--- src/rtl/alu_pkg.sv ---
// Shared definitions for the ALU arbiter: ALUOp codes, default widths and
// the arbiter FSM state encoding.
package alu_pkg;

  localparam int WIDTH_DEF = 32;
  localparam int OPW_DEF   = 5;

  // ALUOp codes understood by the shared ALU. The arbiter never decodes
  // them; only ALU_NOP is used, as the idle value driven to the ALU.
  localparam logic [4:0] ALU_NOP   = 5'b00000;
  localparam logic [4:0] ALU_LUI   = 5'b00001;
  localparam logic [4:0] ALU_AUIPC = 5'b00010;
  localparam logic [4:0] ALU_ADD   = 5'b00011;
  localparam logic [4:0] ALU_SUB   = 5'b00100;

  typedef enum logic [1:0] {
    ST_IDLE = 2'd0,
    ST_EXEC = 2'd1,
    ST_RESP = 2'd2
  } state_e;

endpackage

--- src/rtl/alu_arbiter_rr_pick2.sv ---
// Two-way round-robin pick: with both requesters valid the priority
// pointer decides, otherwise the single valid requester wins.
module rr_pick2 (
  input  logic valid0_i,
  input  logic valid1_i,
  input  logic prio_i,
  output logic grant_any_o,
  output logic grant_idx_o
);

  // Combinational grant selection.
  always_comb begin
    grant_any_o = valid0_i | valid1_i;
    grant_idx_o = 1'b0;
    if (valid0_i && valid1_i) begin
      grant_idx_o = prio_i;
    end else if (valid1_i) begin
      grant_idx_o = 1'b1;
    end
  end

endmodule

--- src/rtl/alu_arbiter.sv ---
// Shares one combinational ALU between the EX stage (port 0) and the
// branch/address unit (port 1). One transaction at a time: operands are
// registered into EXEC, the ALU result is registered into RESP and held
// there until the granted requester takes it.
module alu_arbiter
  import alu_pkg::*;
#(
  parameter int WIDTH = WIDTH_DEF,
  parameter int OPW   = OPW_DEF
) (
  input  logic             clk,
  input  logic             rst,
  input  logic             req0_valid,
  input  logic             req1_valid,
  output logic             req0_ready,
  output logic             req1_ready,
  input  logic [WIDTH-1:0] req0_a,
  input  logic [WIDTH-1:0] req0_b,
  input  logic [WIDTH-1:0] req1_a,
  input  logic [WIDTH-1:0] req1_b,
  input  logic [OPW-1:0]   req0_op,
  input  logic [OPW-1:0]   req1_op,
  output logic             rsp0_valid,
  output logic             rsp1_valid,
  input  logic             rsp0_ready,
  input  logic             rsp1_ready,
  output logic [WIDTH-1:0] rsp_c,
  output logic             rsp_zero,
  output logic [WIDTH-1:0] alu_a,
  output logic [WIDTH-1:0] alu_b,
  output logic [OPW-1:0]   alu_op,
  input  logic [WIDTH-1:0] alu_c,
  input  logic             alu_zero,
  output logic             busy
);

  state_e           state_q, state_d;
  logic             prio_q, prio_d;   // port favoured on contention
  logic             gnt_q, gnt_d;     // port owning the current transaction
  logic [WIDTH-1:0] a_q, a_d;
  logic [WIDTH-1:0] b_q, b_d;
  logic [OPW-1:0]   op_q, op_d;
  logic [WIDTH-1:0] c_q, c_d;
  logic             zero_q, zero_d;

  logic pick_any;
  logic pick_idx;

  rr_pick2 u_pick (
    .valid0_i    (req0_valid),
    .valid1_i    (req1_valid),
    .prio_i      (prio_q),
    .grant_any_o (pick_any),
    .grant_idx_o (pick_idx)
  );

  // Next-state logic and request/response handshake outputs.
  always_comb begin
    state_d    = state_q;
    prio_d     = prio_q;
    gnt_d      = gnt_q;
    a_d        = a_q;
    b_d        = b_q;
    op_d       = op_q;
    c_d        = c_q;
    zero_d     = zero_q;
    req0_ready = 1'b0;
    req1_ready = 1'b0;
    rsp0_valid = 1'b0;
    rsp1_valid = 1'b0;
    unique case (state_q)
      ST_IDLE: begin
        // Ready is masked during reset so nothing looks accepted while
        // the block is being cleared.
        if (pick_any && !rst) begin
          req0_ready = ~pick_idx;
          req1_ready = pick_idx;
          gnt_d      = pick_idx;
          a_d        = pick_idx ? req1_a  : req0_a;
          b_d        = pick_idx ? req1_b  : req0_b;
          op_d       = pick_idx ? req1_op : req0_op;
          state_d    = ST_EXEC;
        end
      end
      ST_EXEC: begin
        c_d     = alu_c;
        zero_d  = alu_zero;
        state_d = ST_RESP;
      end
      ST_RESP: begin
        rsp0_valid = ~gnt_q;
        rsp1_valid = gnt_q;
        // The pointer only moves on completion, so a stalled requester
        // keeps its turn.
        if (gnt_q ? rsp1_ready : rsp0_ready) begin
          prio_d  = ~gnt_q;
          state_d = ST_IDLE;
        end
      end
      default: state_d = ST_IDLE;
    endcase
  end

  // ALU operand drive: registered operands only during EXEC, nop otherwise.
  always_comb begin
    alu_a  = '0;
    alu_b  = '0;
    alu_op = OPW'(ALU_NOP);
    if (state_q == ST_EXEC) begin
      alu_a  = a_q;
      alu_b  = b_q;
      alu_op = op_q;
    end
  end

  assign busy     = (state_q != ST_IDLE);
  assign rsp_c    = c_q;
  assign rsp_zero = zero_q;

  // State, pointer, operand and result registers.
  always_ff @(posedge clk or posedge rst) begin
    if (rst) begin
      state_q <= ST_IDLE;
      prio_q  <= 1'b0;
      gnt_q   <= 1'b0;
      a_q     <= '0;
      b_q     <= '0;
      op_q    <= '0;
      c_q     <= '0;
      zero_q  <= 1'b0;
    end else begin
      state_q <= state_d;
      prio_q  <= prio_d;
      gnt_q   <= gnt_d;
      a_q     <= a_d;
      b_q     <= b_d;
      op_q    <= op_d;
      c_q     <= c_d;
      zero_q  <= zero_d;
    end
  end

endmodule
--- config.mk ---
export PLATFORM = sky130hd
export DESIGN_NAME = alu_arbiter
export DESIGN_NICKNAME = d
export VERILOG_FILES = /design/src/rtl/alu_pkg.sv /design/src/rtl/alu_arbiter_rr_pick2.sv /design/src/rtl/alu_arbiter.sv
export SDC_FILE = /design/constraint.sdc
export NUM_CORES = 1
export LEC_CHECK = 0
export CAP_MARGIN = 15
export CORE_MARGIN = 2
export CORE_UTILIZATION = 44
export DETAILED_ROUTE_END_ITERATION = 8
export PLACE_DENSITY = 0.87
export SYNTH_ARGS = -nofsm -noshare
export SYNTH_HDL_FRONTEND = slang
export SYNTH_HIERARCHICAL = 1
export SYNTH_SLANG_ARGS = --single-unit
--- constraint.sdc ---
create_clock -name clk -period 6.02 [get_ports clk]
set_input_delay 1.204 -clock clk [delete_from_list [all_inputs] [get_ports clk]]
set_output_delay 1.204 -clock clk [all_outputs]
set_load 0.02 [all_outputs]
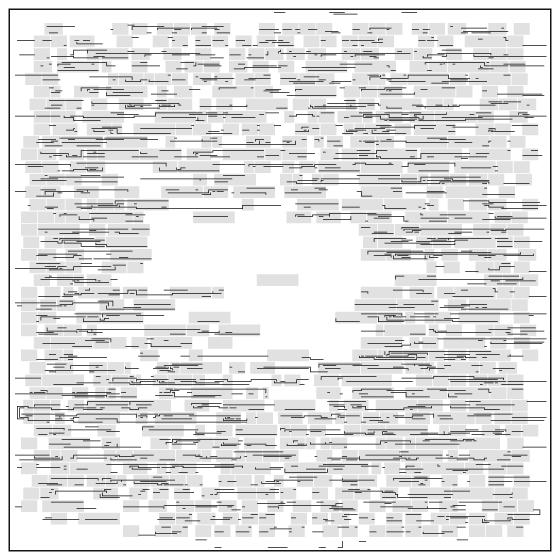
m1.png
Cells faint in the background.
The longest straight run is 31.0 um. The wires run mostly horizontal.
vias post-DR: 4061
M1 GR Usage: 24.58%
routed wire length: 14.84 mm

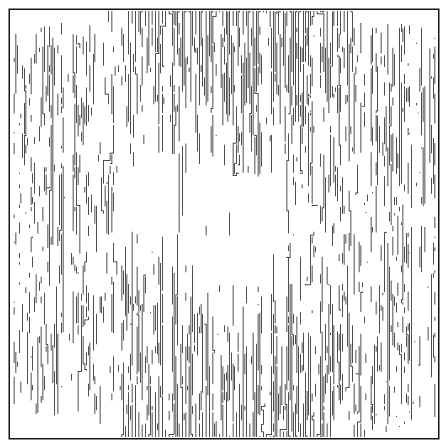
m2.png
The layer carries 7670 um of wire. 783 nets have wire on it.
met2 GRT Util: 38.00%

==> results_dict.tcl <==
# place-and-route summary
set metrics [dict create \
    status "completed" \
    internal_power_mw 2.439 \
    fa_ha_area_share_pct 0 \
    common_cells "dfrtp_1, mux2_2, and2_1, mux2_4, buf_2" \
    fin_cells 842 \
    grt_pass1_vias 4362 \
    pg_seq_mw 1.27 \
    ctsResizeCount 0 \
    worstRegToRegCells 4 \
    dr.pass1.iters 4 \
    cp_top_family "buffers and inverters" \
    fp.dieH_um 117.0 \
    io_buffers 283 \
    layout.cells.most_common "clkdlybuf4s50_1" \
    buffer_area_share_pct 32.72 \
    arrival_ns 2.92 \
    synthSimpleGateAreaFrac_pct 8.933 \
    grt-busiest-layer "met2" \
    max_cap_viol_count 0 \
    pwr-share-comb_pct 48.6 \
    yosys.area.top_type "dfrtp_1" \
    max_stage_delay_ns 0.61 \
    worst_hold_path.endpoint "op_q[0]$_DFFE_PP0P_" \
    fin_crit_sh_pct 68.58 \
    ys_types 22 \
    die_w_um 117.0 \
    clockBufferDepth 2 \
    swShare_pct 32.57 \
    synth.cell_area_sq_um 5617 \
    dieArea_sq_um 13680 \
    syn-num-nets 569 \
    end_kind "primary output" \
    final_cell_area_sq_um 8795 \
    vias_per_cell 4.823 \
    worstPathMaxFanout 3 \
    n_all_inverters 3 \
    synthMostInstantiatedCell "dfrtp_1" \
    drtIter0Drc 125 \
    cts_sinks 106 \
    netlist_top_cells_area "dfrtp_1, mux2_2, mux2_4" \
    n_all_buffers 289 \
    cp-startpoint "req0_valid" \
    postCtsSetupBuffers 0 \
    io_pins 284 \
    hold_path.startpoint "op_q[0]$_DFFE_PP0P_" \
]
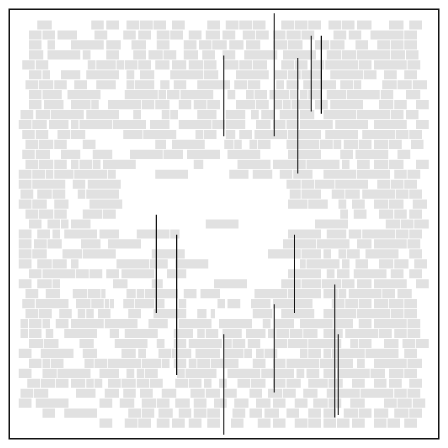
m4.png
Cells faint in the background.
The longest straight run is 38.1 um. The wires run mostly vertical. The layer carries 322 um of wire.

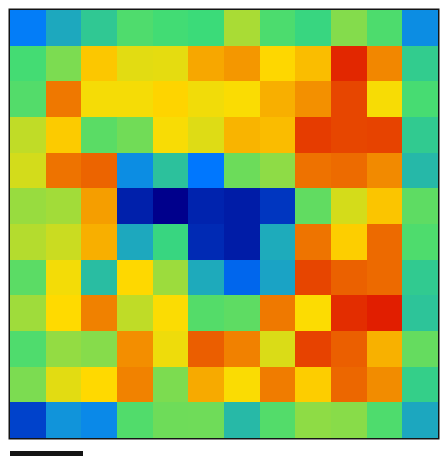
util_map.png
Bar = 20 um. The die is cut into 12 by 12 equal tiles; dark blue is low, red is high, 0 to 100% covered.
The emptiest ninth of the die: center. 35% of the tiles are over 75% full. The fullest tile reaches 97%. 0.70% of the tiles are nearly empty. The mean over all tiles is 63%.
Starting Density: 44.87%
Finished Core Util: 70.26%
total core area: 12520 sq um

Power figures rest on the tool's default switching activity, not on a simulated workload.
